Fig. 1: placed cells, one color a class
The bar under the picture is 20 um long. Fill, decap, tap and diode cells in gray.
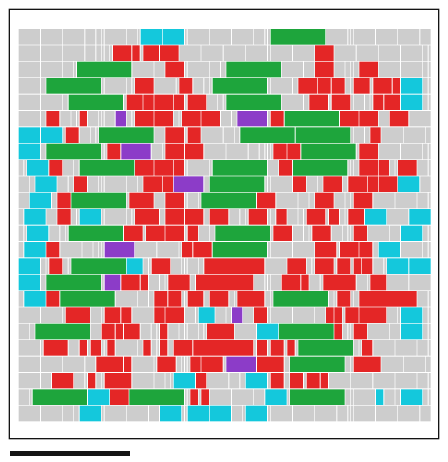
Fig. 2: signal wires by layer
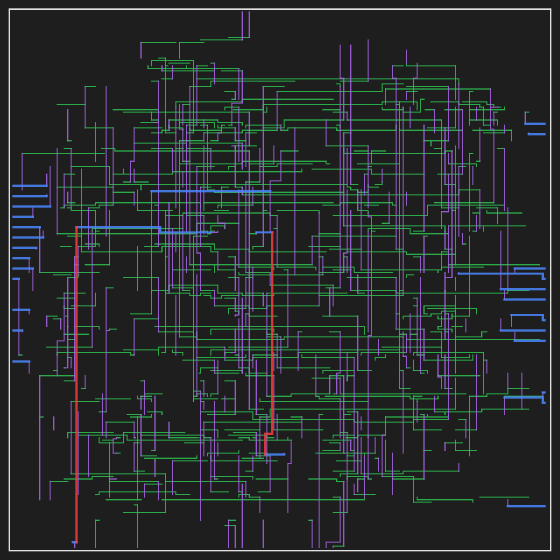
Fig. 3: signal wires on met1
Supply wires on this layer in gray.
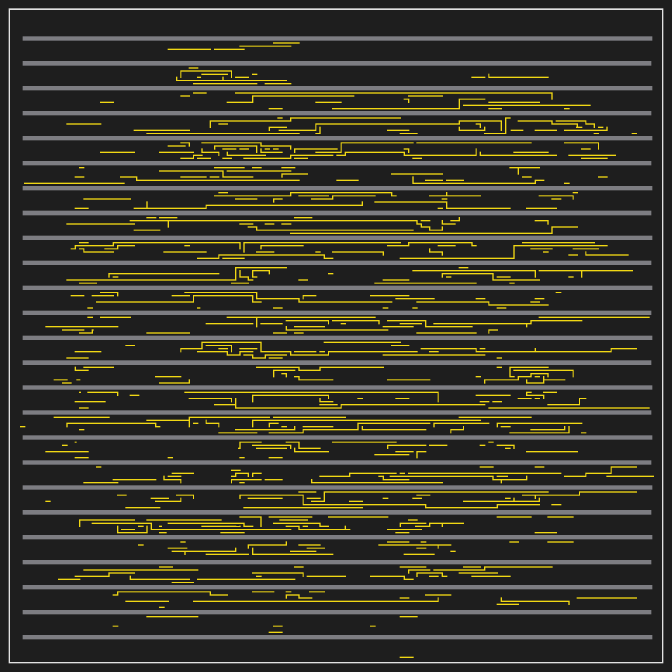
Fig. 4: placement view
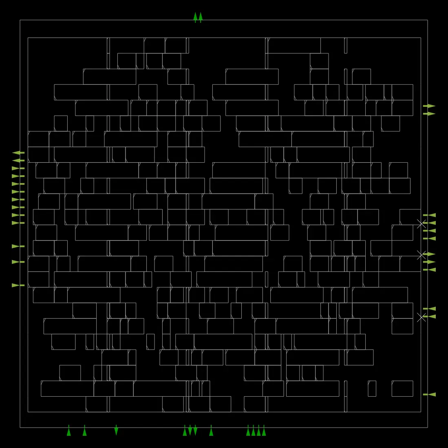
==> src/rtl/hazard_ctrl.sv <==
// Hazard scheduler for the 5-stage MIPS core: Tuse/Tnew stall detection,
// D/E-stage forwarding selects and multiply/divide busy sequencing.
module hazard_ctrl #(
    parameter int unsigned MULT_CYCLES = 5,
    parameter int unsigned DIV_CYCLES  = 10
) (
    input  logic       clk,
    input  logic       reset,
    input  logic [4:0] rs_D,
    input  logic [4:0] rt_D,
    input  logic [4:0] A3_D,
    input  logic       RegWrite_D,
    input  logic [1:0] Tuse_Rs_D,
    input  logic [1:0] Tuse_Rt_D,
    input  logic [1:0] Tnew_D,
    input  logic       md_op_D,
    input  logic       md_start_D,
    input  logic       md_div_D,
    output logic       stall,
    output logic       flush_E,
    output logic [1:0] fwd_rs_D,
    output logic [1:0] fwd_rt_D,
    output logic [1:0] fwd_rs_E,
    output logic [1:0] fwd_rt_E,
    output logic       md_busy
);

    logic [4:0] r_A3_E, r_rs_E, r_rt_E, r_A3_M, r_A3_W;
    logic [1:0] r_Tnew_E, r_Tnew_M;
    logic [3:0] r_md_cnt;

    logic [4:0] w_dest;
    logic       w_hz_rs, w_hz_rt, w_md_hz, w_stall;

    function automatic logic reg_hazard(
        input logic [4:0] x, input logic [1:0] tuse,
        input logic [4:0] a_e, input logic [1:0] t_e,
        input logic [4:0] a_m, input logic [1:0] t_m
    );
        return (x != '0) && (tuse != 2'd3) &&
               (((x == a_e) && (tuse < t_e)) || ((x == a_m) && (tuse < t_m)));
    endfunction

    // Slots with A3=0 are empty; a nonzero x therefore never matches them.
    function automatic logic [1:0] fwd_sel_d(
        input logic [4:0] x,
        input logic [4:0] a_e, input logic [1:0] t_e,
        input logic [4:0] a_m, input logic [1:0] t_m,
        input logic [4:0] a_w
    );
        if (x == '0)                         return 2'd0;
        else if ((x == a_e) && (t_e == '0))  return 2'd1;
        else if ((x == a_m) && (t_m == '0))  return 2'd2;
        else if (x == a_w)                   return 2'd3;
        else                                 return 2'd0;
    endfunction

    function automatic logic [1:0] fwd_sel_e(
        input logic [4:0] x,
        input logic [4:0] a_m, input logic [1:0] t_m,
        input logic [4:0] a_w
    );
        if (x == '0)                         return 2'd0;
        else if ((x == a_m) && (t_m == '0))  return 2'd2;
        else if (x == a_w)                   return 2'd3;
        else                                 return 2'd0;
    endfunction

    always_comb begin
        w_dest   = (RegWrite_D && (A3_D != '0)) ? A3_D : '0;
        w_hz_rs  = reg_hazard(rs_D, Tuse_Rs_D, r_A3_E, r_Tnew_E, r_A3_M, r_Tnew_M);
        w_hz_rt  = reg_hazard(rt_D, Tuse_Rt_D, r_A3_E, r_Tnew_E, r_A3_M, r_Tnew_M);
        w_md_hz  = md_op_D && (r_md_cnt != '0);
        w_stall  = w_hz_rs || w_hz_rt || w_md_hz;
    end

    always_comb begin
        stall    = w_stall;
        flush_E  = w_stall;
        md_busy  = (r_md_cnt != '0);
        fwd_rs_D = fwd_sel_d(rs_D, r_A3_E, r_Tnew_E, r_A3_M, r_Tnew_M, r_A3_W);
        fwd_rt_D = fwd_sel_d(rt_D, r_A3_E, r_Tnew_E, r_A3_M, r_Tnew_M, r_A3_W);
        fwd_rs_E = fwd_sel_e(r_rs_E, r_A3_M, r_Tnew_M, r_A3_W);
        fwd_rt_E = fwd_sel_e(r_rt_E, r_A3_M, r_Tnew_M, r_A3_W);
    end

    always_ff @(posedge clk or negedge reset) begin
        if (!reset) begin
            r_A3_E   <= '0;
            r_Tnew_E <= '0;
            r_rs_E   <= '0;
            r_rt_E   <= '0;
            r_A3_M   <= '0;
            r_Tnew_M <= '0;
            r_A3_W   <= '0;
            r_md_cnt <= '0;
        end else begin
            if (w_stall) begin
                r_A3_E   <= '0;
                r_Tnew_E <= '0;
                r_rs_E   <= '0;
                r_rt_E   <= '0;
            end else begin
                r_A3_E   <= w_dest;
                r_Tnew_E <= Tnew_D;
                r_rs_E   <= rs_D;
                r_rt_E   <= rt_D;
            end
            r_A3_M   <= r_A3_E;
            r_Tnew_M <= (r_Tnew_E == '0) ? '0 : r_Tnew_E - 2'd1;
            r_A3_W   <= r_A3_M;
            // A start held in D by a stall must not load; the countdown keeps running.
            if (md_start_D && !w_stall)
                r_md_cnt <= md_div_D ? 4'(DIV_CYCLES) : 4'(MULT_CYCLES);
            else if (r_md_cnt != '0)
                r_md_cnt <= r_md_cnt - 4'd1;
        end
    end

endmodule
==> config.mk <==
export PLATFORM = sky130hd
export DESIGN_NAME = hazard_ctrl
export DESIGN_NICKNAME = d
export VERILOG_FILES = /design/src/rtl/hazard_ctrl.sv
export SDC_FILE = /design/constraint.sdc
export NUM_CORES = 1
export LEC_CHECK = 0
export CELL_PAD_IN_SITES_DETAIL_PLACEMENT = 0
export CELL_PAD_IN_SITES_GLOBAL_PLACEMENT = 1
export CORE_UTILIZATION = 44
export DETAILED_ROUTE_END_ITERATION = 10
export PLACE_DENSITY = 0.84
export RECOVER_POWER = 25
export SLEW_MARGIN = 20
export SYNTH_ARGS = -nofsm -noshare
export SYNTH_HDL_FRONTEND = slang
export SYNTH_SLANG_ARGS = --single-unit
==> constraint.sdc <==
create_clock -name clk -period 3.85 [get_ports clk]
set_input_delay 0.385 -clock clk [delete_from_list [all_inputs] [get_ports clk]]
set_output_delay 0.385 -clock clk [all_outputs]
set_load 0.03 [all_outputs]
==> CHANGELOG.md <==
## Flow update

- Status: finished with violations
- Violated checks: design-rule violations, max-capacitance violations, max-slew violations
- CTS tree: yes
- First-pass GRT wire length: 7460 um
- Cell Chain, Critical Path: clkdlybuf4s50_1 > xnor2_1 > nand3_1 > or4b_2 > a221oi_1 > clkdlybuf4s50_1
- Final Hold Vio Count: 0
- Pin count of the biggest net entering global routing: 34
- Place WS: 0.503 ns
- Post-route cell area: 2620 um2
- First-pass DRT Iterations: 9
- Total power: 1.14 mW
- Class of the most critical setup path: in -> out
- Vias in the first global route: 1519
- Min-Delay Endpoint: r_A3_M[4]
- Synth Cell Area: 2100 um2
- Setup TNS: 0 ns
- N_diodes: 0
- Adder share: 3.57%
- Ys cells: 196
- TritonCTS buffer count: 5
- IO buf count: 37
- Area growth syn-to-layout: 24.8%
- Syn Area/Cell: 10.7 um2
- Die footprint: 5050 um2
- Hold Startpoint: r_A3_E[4]
- DRT iter0 DRCs: 38
- Power per cell area: 434 nW/um2
- Inst Count DP: 286
- Synth Register Bits: 33
- DRC Markers: 3
- Metal1 wirelength: 2230 um
- Leading area contributor after synthesis: dfrtp_1
- Area after DPL: 2540 um2
- Max-Cap Viols: 1
- Slew Viols, Final: 34
- Log Warnings: 27
- Layout cell share with drive strength beyond 1: 9.50%
- Met3 routed WL: 133 um
- Busiest grt layer: met2
- Critical path's largest stage delay: 0.72 ns
- Synth Area in XOR/XNOR: 21.3%
- Core Box Area: 4470 um2
- Worst Path Buf+Inv: 2
- M2 GR Usage: 32.2%
- Post-CTS Setup Bufs: 0
- R2r setup slk: 1.62 ns
- Final setup violation count: 0
- Max H-tree Level: 2
- Relative slew slack: -15.9%
- YS warnings: 0
Notes on Fig. 1 above:
legend:
  flip-flops:
    color: green
    cells: 33
    share_of_their_area: 32%
  clock drivers and dummy loads:
    color: purple
    cells: 8
    share_of_their_area: 3.4%
  other buffers and delay cells:
    color: cyan
    cells: 40
    share_of_their_area: 15%
  all other logic:
    color: red
    cells: 161
    share_of_their_area: 49%

Notes on Fig. 2 above:
legend:
  met2:
    color: purple
    wire_length: 2000 um
  met1:
    color: green
    wire_length: 2230 um
  met3:
    color: blue
    wire_length: 133 um
  met4:
    color: red
    wire_length: 71.6 um

Notes on Fig. 3 above:
wire length on this layer: 2230 um
nets with wire on the layer: 232
met1 Use GR: 27.1%
Routed WL: 4430 um
via count: 1545

Notes on Fig. 4 above:
Seq/total area: 31.5%
Non-Filler Instances: 294

[final cells by class]
cell class / instances / area, um2
fill: 399 / 1850
multi-input combinational: 154 / 1230
sequential: 33 / 826
timing repair buffer: 40 / 389
clock buffer: 5 / 68.8
tap: 52 / 65.1
inverter: 7 / 26.3
clock inverter: 3 / 17.5
[cell usage after synthesis, types with 7 or more instances]
library cell	instances
nor3_1	8
xor2_1	29
and2_1	13
dfrtp_1	33
inv_1	7
xnor2_1	22
nor2_1	8
nand2b_1	7
and3_1	7
[where the power goes]
| part | switching [mW] | internal, mW | total (mW) | leakage (nW) |
|---|---|---|---|---|
| Sequential | 0.0661 | 0.402 | 0.468 | 0.429 |
| Combinational | 0.209 | 0.210 | 0.419 | 0.686 |
| Clock | 0.126 | 0.125 | 0.251 | 0.0439 |
Power is estimated from default activity; no workload was simulated.
